==> src/rtl/uart_tx_arbiter.sv <==
// Round-robin arbiter sharing one 8N1 UART transmitter among NREQ byte sources.
// Optional WAIT watchdog enabled by defining UART_ARB_TIMEOUT_EN.
`timescale 1ns/1ps
module uart_tx_arbiter #(
  parameter int NREQ    = 4,
  parameter int TIMEOUT = 400,
  localparam int OW     = $clog2(NREQ)
) (
  input  logic              clk,
  input  logic              rst_n,
  input  logic [NREQ-1:0]   req,
  input  logic [8*NREQ-1:0] req_data,
  output logic [NREQ-1:0]   gnt,
  output logic              tx_start,
  output logic [7:0]        tx_data,
  input  logic              tx_busy,
  input  logic              tx_done,
  output logic              busy,
  output logic [OW-1:0]     owner,
  output logic              timeout_err
);

  if (NREQ < 2 || NREQ > 8 || TIMEOUT < 1 || TIMEOUT > 65535) begin : g_bad_param
    $error("uart_tx_arbiter: NREQ must be 2..8 and TIMEOUT 1..65535");
  end

  typedef enum logic [1:0] {IDLE, START, WAIT} state_t;

  state_t            state_reg, state_next;
  logic [NREQ-1:0]   gnt_reg, gnt_next;
  logic              tx_start_reg, tx_start_next;
  logic [7:0]        tx_data_reg, tx_data_next;
  logic [OW-1:0]     owner_reg, owner_next;
  logic [7:0]        req_byte [NREQ];
  logic [OW-1:0]     winner;
  logic              any_req;

`ifdef UART_ARB_TIMEOUT_EN
  logic [15:0]       wait_cnt_reg, wait_cnt_next;
  logic              timeout_err_reg, timeout_err_next;
`endif

  for (genvar gi = 0; gi < NREQ; gi++) begin : g_unpack
    assign req_byte[gi] = req_data[8*gi +: 8];
  end

  assign any_req = |req;

  // Scan from farthest to nearest so the last hit is the first requester after owner.
  always_comb begin
    int cand;
    cand   = 0;
    winner = owner_reg;
    for (int k = NREQ; k >= 1; k--) begin
      cand = (int'(owner_reg) + k) % NREQ;
      if (req[cand[OW-1:0]]) winner = cand[OW-1:0];
    end
  end

  always_comb begin
    state_next    = state_reg;
    gnt_next      = '0;
    tx_start_next = 1'b0;
    tx_data_next  = tx_data_reg;
    owner_next    = owner_reg;
`ifdef UART_ARB_TIMEOUT_EN
    wait_cnt_next    = wait_cnt_reg;
    timeout_err_next = 1'b0;
`endif
    unique case (state_reg)
      IDLE: begin
        if (any_req) begin
          gnt_next[winner] = 1'b1;
          tx_data_next     = req_byte[winner];
          owner_next       = winner;
          state_next       = START;
        end
      end
      START: begin
        tx_start_next = 1'b1;
        state_next    = WAIT;
`ifdef UART_ARB_TIMEOUT_EN
        wait_cnt_next = '0;
`endif
      end
      WAIT: begin
        if (tx_done) begin
          state_next = IDLE;
`ifdef UART_ARB_TIMEOUT_EN
        end else if (wait_cnt_reg == 16'(TIMEOUT - 1)) begin
          // Abort; owner is left on the aborted index so the pointer still moves on.
          timeout_err_next = 1'b1;
          state_next       = IDLE;
        end else begin
          wait_cnt_next = wait_cnt_reg + 16'd1;
`endif
        end
      end
      default: state_next = IDLE;
    endcase
  end

  always_ff @(posedge clk or negedge rst_n) begin
    if (!rst_n) begin
      state_reg    <= IDLE;
      gnt_reg      <= '0;
      tx_start_reg <= 1'b0;
      tx_data_reg  <= 8'h00;
      owner_reg    <= OW'(NREQ - 1);
`ifdef UART_ARB_TIMEOUT_EN
      wait_cnt_reg    <= '0;
      timeout_err_reg <= 1'b0;
`endif
    end else begin
      state_reg    <= state_next;
      gnt_reg      <= gnt_next;
      tx_start_reg <= tx_start_next;
      tx_data_reg  <= tx_data_next;
      owner_reg    <= owner_next;
`ifdef UART_ARB_TIMEOUT_EN
      wait_cnt_reg    <= wait_cnt_next;
      timeout_err_reg <= timeout_err_next;
`endif
    end
  end

  assign gnt      = gnt_reg;
  assign tx_start = tx_start_reg;
  assign tx_data  = tx_data_reg;
  assign owner    = owner_reg;
  assign busy     = (state_reg != IDLE) || tx_busy;

`ifdef UART_ARB_TIMEOUT_EN
  assign timeout_err = timeout_err_reg;
`else
  assign timeout_err = 1'b0;
`endif

endmodule

==> config.mk <==
export PLATFORM = sky130hd
export DESIGN_NAME = uart_tx_arbiter
export DESIGN_NICKNAME = d
export VERILOG_FILES = /design/src/rtl/uart_tx_arbiter.sv
export SDC_FILE = /design/constraint.sdc
export NUM_CORES = 1
export LEC_CHECK = 0
export CORE_MARGIN = 2
export CORE_UTILIZATION = 39
export CTS_CLUSTER_DIAMETER = 50
export CTS_CLUSTER_SIZE = 12
export DETAILED_ROUTE_END_ITERATION = 8
export MAX_ROUTING_LAYER = met4
export PLACE_DENSITY = 0.84
export SYNTH_ARGS = -nofsm -noshare
export SYNTH_HDL_FRONTEND = slang
export SYNTH_SLANG_ARGS = --single-unit
==> constraint.sdc <==
create_clock -name clk -period 4.1 [get_ports clk]
set_input_delay 0.82 -clock clk [delete_from_list [all_inputs] [get_ports clk]]
set_output_delay 0.82 -clock clk [all_outputs]
set_load 0.01 [all_outputs]
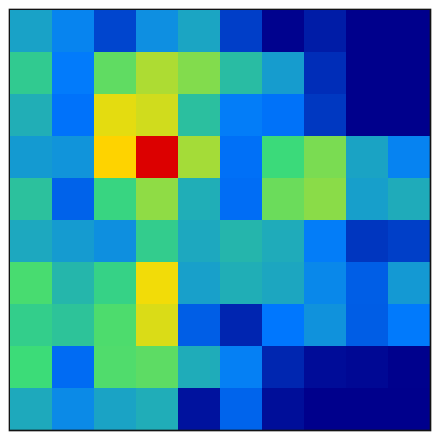
Figure 1: run 1, wiring heat map.
(8 px per µm) The die is cut into 10 by 10 equal tiles; dark blue is low, red is high, scaled to the fullest tile. Values are wire area over tile area, all layers added.
nearly empty tiles = 12%
fullest tile = 0.43
mean over tiles = 0.14
tiles over half the peak = 19%
emptiest ninth of the die = north-east
total number of vias: 864
WL per Instance: 12.9 µm
Global Route Usage Sum: 0.172
WL final: 2180 µm

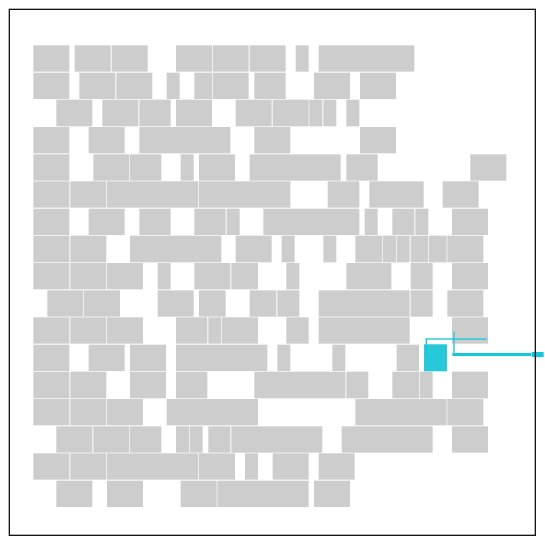
Figure 2: run 1, I/O nets highlighted.
(10 px per µm)
cyan -> `tx_busy`  # bits 1, direction input, end cells 1, buffers 1, wire 17.5 µm

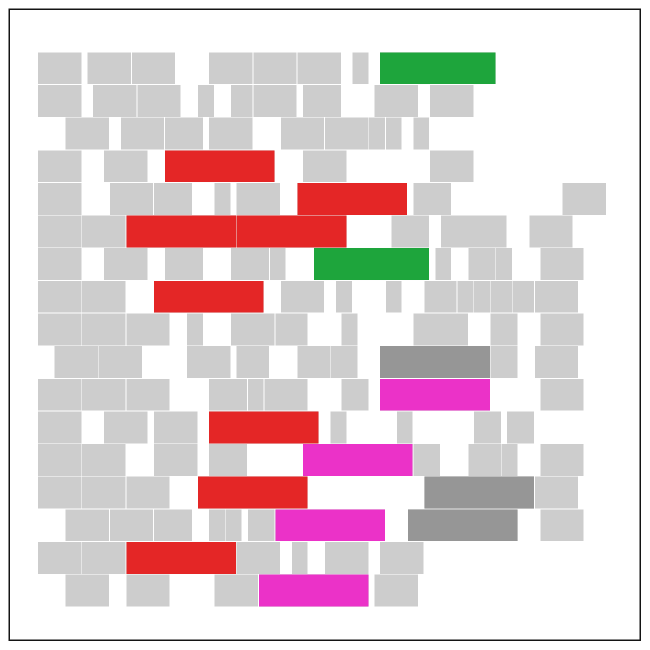
Figure 3: run 1, register map, names as in the netlist.
(12 px per µm) Other sequential cells in the stronger gray, the rest of the logic in the fainter gray.
green -> `owner`  # sequential cells 2
red -> `tx_data`  # sequential cells 8
magenta -> `gnt`  # sequential cells 4, where south

==> changes_impl.md, run 1 <==
### Metrics

- First-pass DRT Iterations: 4
- Mux frac, synth: 0.186
- Post-synth top area cell: dfrtp_1
- Power Dens Cells: 616 nW/µm²
- Adders+Majority by Area: 0
- ANT nets after route: 0
- CP cell instances: clkdlybuf4s50_1 > or3_1 > clkdlybuf4s50_1
- Syn avg cell area: about 11 µm²
- CP Data Arrival Time: approximately 2000 ps
- Core area: 2210 µm²
- Total grt overflow: 0
- Fmax achieved: between 0.3 and 0.4 GHz
- Fraction of area in registers: 0.287
- CTS tree: done
- Hold Slack: slightly below 500 ps
- YS warnings: 0
- Cell with the most instances after synthesis: mux2i_1
- Req. time, crit path: approximately 3300 ps
- Total power: around 900 µW
- FP Core Util: 0.414
- CP max stage delay: 490 ps
- Slew margin rel.: 0.243
- Status: complete, no violations
- Met3 usage: 0.0829
- Worst-path clk slew: ~100 ps
- Yosys xor share: 0
- Psw: roughly 350 µW
- Int Pwr: 572 µW
- Power in the clock group: about 86 µW
- Post-route cell area: between 1000 and 1500 µm²
- Switching share of power: 0.377
- Fin crit share: 0.689
- Number of enable flip-flop cells: 0
[run 1: cells by family after synthesis]
| logic type | Yosys count |
|---|---|
| other cells | 1 |
| compound gates | 16 |
| simple gates | 25 |
| flops | 17 |
| mux | 17 |
| buf+inv | 10 |
[run 1: worst paths after layout]
check | to | from | depth (start not counted) | slack [ps]
worst max-delay path | busy | tx_busy | 3 | 1280
worst min-delay path | tx_start | state_reg[1] | 1 | 490
worst max register to register | tx_data[6] | owner[1] | 4 | 1940
worst min register to register | tx_start | state_reg[1] | 1 | 490
max in group asynchronous | tx_data[0] | rst_n | 1 | 2660
min in group asynchronous | tx_data[4] | rst_n | 1 | 970
[run 1: worst max-delay path, delay by kind of cell]
kind / cells / cell delay, ps
buffers and inverters: 2 / 880
and+or+nand+nor: 1 / 300
==> inputs of run 2 (changes only) <==
CORE_UTILIZATION = 36   (was 39)
PLACE_DENSITY = 0.79   (was 0.84)
clock period = 3 ns   (was 4.1 ns; I/O delays follow)
==> run 2 against run 1 <==
  * Sequential share of layout area shrank 0.19 points
  * Register-to-register slack lost 1100 ps
  * Largest cell class unchanged
  * Highest routed layer unchanged
  * Clock-buffer cell count is the same
==> changes_impl.md, run 2 <==
### Metrics

- Status: complete, no violations
- WL per Instance: ~13 µm
- Int Pwr: 789 µW
- Fin crit share: 0.798
- CP max stage delay: roughly 480 ps
- Worst-path clk slew: roughly 100 ps
- Mux frac, synth: 0.186
- Total power: 1270 µW
- Total grt overflow: 0
- Adders+Majority by Area: 0
- Syn avg cell area: roughly 11 µm²
- FP Core Util: 0.373
- Switching share of power: 0.378
- CTS tree: done
- YS warnings: 0
- Post-route cell area: ~1500 µm²
- CP cell instances: clkdlybuf4s50_1 > nor4_1 > or3_1 > inv_1 > nand2b_1 > o221ai_1
- Critical Path Source: req[3]
- Cell with the most instances after synthesis: mux2i_1
- Post-synth top area cell: dfrtp_1
- Psw: 480 µW
- Hold Startpoint: state_reg[1]
- R2r startpoint: owner[1]
- CP Data Arrival Time: 2530 ps
- Number of enable flip-flop cells: 0
- Req. time, crit path: between 3000 and 4000 ps
- Yosys xor share: 0
- Post-CTS Setup Bufs: 0
- Post-layout nets: between 150 and 200
- Startpoint Class: primary input
- Final WS setup: a little over 600 ps
- Core area: ~2500 µm²
- ANT nets after route: 0
- Total number of vias: approximately 860
- WL final: roughly 2200 µm
- Slew margin rel.: 0.282
- Power Dens Cells: between 800 and 900 nW/µm²
- Fmax achieved: 0.418 GHz
## run 2: final timing paths
check                             end  slack, ps  depth (start not counted)
max reg2reg                tx_data[4]        860                          4
min                          tx_start        490                          1
min in group asynchronous  tx_data[3]        740                          1
min reg2reg                  tx_start        490                          1
max                        tx_data[4]        610                          6
max in group asynchronous  tx_data[5]       1800                          1
## run 2: routing by layer
layer	global-route usage	vias to the layer above
met4	0.0875	0
li1	-	417
met3	0.0492	2
met5	-	-
met2	0.267	47
met1	0.209	394
## run 2: cell families after synthesis
logic type | Yosys count
multiplexers | 17
buffers and inverters | 10
flip-flops | 17
other | 1
AND/OR/NAND/NOR | 25
AND-OR/OR-AND | 16
## run 2: worst max-delay path, delay by kind of cell
family                 cells  cell delay [ps]
and+or+nand+nor            3             1100
buffers and inverters      2              650
AOI/OAI and AO/OA          1              190
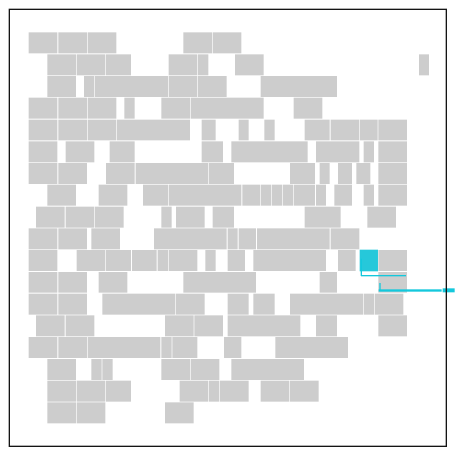
Figure 4: run 2, I/O nets highlighted.
(8 px per µm)
cyan -> `tx_busy`  # bits 1, direction input, end cells 1, buffers 1, wire 16.0 µm

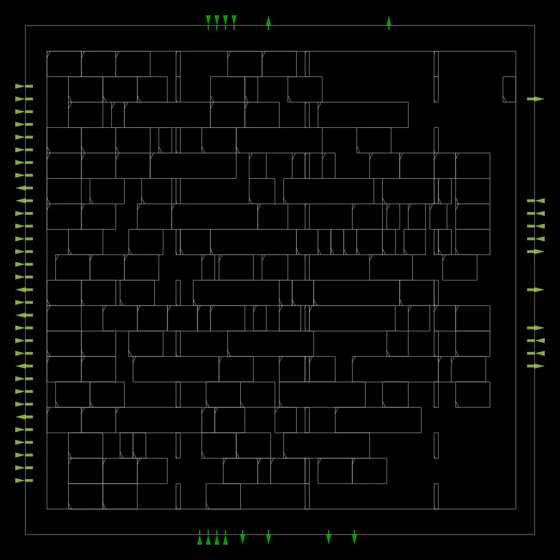
Figure 5: run 2, cell placement.
fraction of area in registers: 0.285
row count: 18
Final Util: 0.611

==> inputs of run 3 (changes only) <==
clock period = 2.5 ns   (was 3 ns; I/O delays follow)
==> run 3 against run 2 <==
  * Worst hold slack lost 7.3 ps
  * Critical path depth shrank 3
  * Sequential share of layout area fell by 0.38 points
  * Largest cell class unchanged
  * Highest routed layer unchanged
  * Die size is the same
==> changes_impl.md, run 3 <==
### Metrics

- Status: complete, no violations
- Register bit total from synthesis: 17
- YS warnings: 0
- Slew margin rel.: 0.506
- Mux frac, synth: 0.186
- Global Route Usage Sum: 0.175
- Total power: between 1500 and 2000 µW
- Met1 usage: 0.209
- CP Data Arrival Time: about 1700 ps
- ANT nets after route: 0
- CTS tree: done
- Power in the clock group: 144 µW
- Power Dens Cells: 1020 nW/µm²
- Fmax achieved: about 0.46 GHz
- Busiest grt layer: met2
- Core area: around 2500 µm²
- Worst hold path depth: 1
- Int Pwr: between 900 and 1000 µW
- Startpoint Class: primary input
- Row count: 18
- Met3 usage: 0.0437
- Worst-path clk slew: 100 ps
- Hold Slack: 482 ps
- Post-synth top area cell: dfrtp_1
- Total number of vias: roughly 850
- Total grt overflow: 0
- Psw: approximately 580 µW
- Syn avg cell area: between 10 and 15 µm²
- Hold Startpoint: state_reg[1]
- Adders+Majority by Area: 0
- Number of enable flip-flop cells: 0
- Worst slack at placement: roughly 180 ps
- Flop2flop setup slack: between 600 and 700 ps
- Synth area leaders: dfrtp_1 41%, mux2i_1 19%, o221ai_1 7.7%
- Req. time, crit path: around 2000 ps
- CP max stage delay: approximately 480 ps
- Switching share of power: 0.372
- Yosys xor share: 0
- Worst r2r path cells: 6
- Final WS setup: roughly 330 ps
- CP cell instances: clkdlybuf4s50_1 > or3_1 > clkdlybuf4s50_1
- Worst hold endpoint: tx_start
- Fillers: 216
- Post-layout nets: 183
- Cell with the most instances after synthesis: mux2i_1
- Post-CTS Setup Bufs: 0
- FP Core Util: 0.373
- Fin crit share: 0.867
## run 3: cell counts after synthesis
Identical to the previous run, type by type.
## run 3: worst max-delay path by stage
stage             start         end  slack (ps)  depth (start not counted)
2_1_floorplan  owner[1]  tx_data[5]         880                          6
3_3_place_gp     req[0]  tx_data[4]         230                          6
3_5_place_dp     req[0]  tx_data[6]         180                          6
4_1_cts         tx_busy        busy         330                          3
5_1_grt         tx_busy        busy         300                          3
6_report        tx_busy        busy         330                          3
## run 3: logic make-up after synthesis
family,count (synthesis)
mux,17
simple gates,25
compound gates,16
other cells,1
flops,17
buf+inv,10
## run 3: worst max-delay path: cells and delay by family
family,cells,cell delay [ps]
simple gates,1,290
buf+inv,2,870
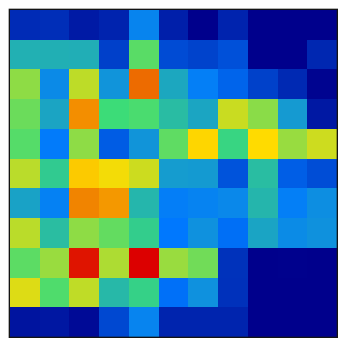
Figure 6: run 3, wiring heat map.
(6 px per µm) The die is cut into 11 by 11 equal tiles; dark blue is low, red is high, scaled to the fullest tile. Values are wire area over tile area, all layers added.
tiles over half the peak = 30%
fullest tile = 0.36
densest ninth of the die = west
nearly empty tiles = 13%
WL per Instance: 12.6 µm
WL final: 2170 µm

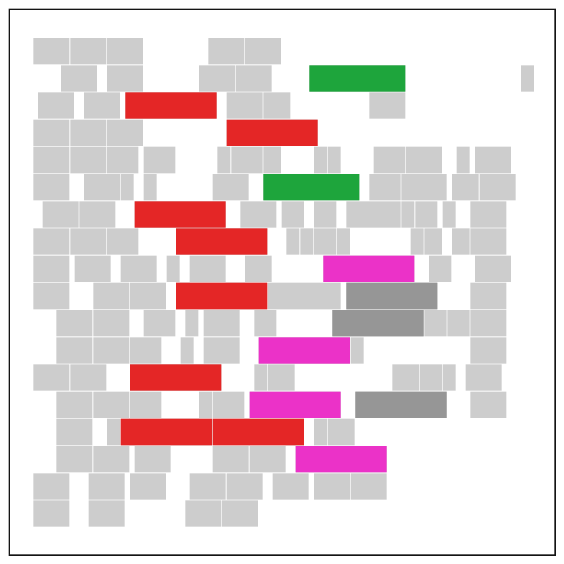
Figure 7: run 3, register map, names as in the netlist.
(10 px per µm) Other sequential cells in the stronger gray, the rest of the logic in the fainter gray.
red -> `tx_data`  # sequential cells 8
magenta -> `gnt`  # sequential cells 4
green -> `owner`  # sequential cells 2
fraction of area in registers: 0.281
sequential cell power: 508 µW
Register Area: 428 µm²
Final Util: 0.619

Power is estimated from default activity; no workload was simulated.
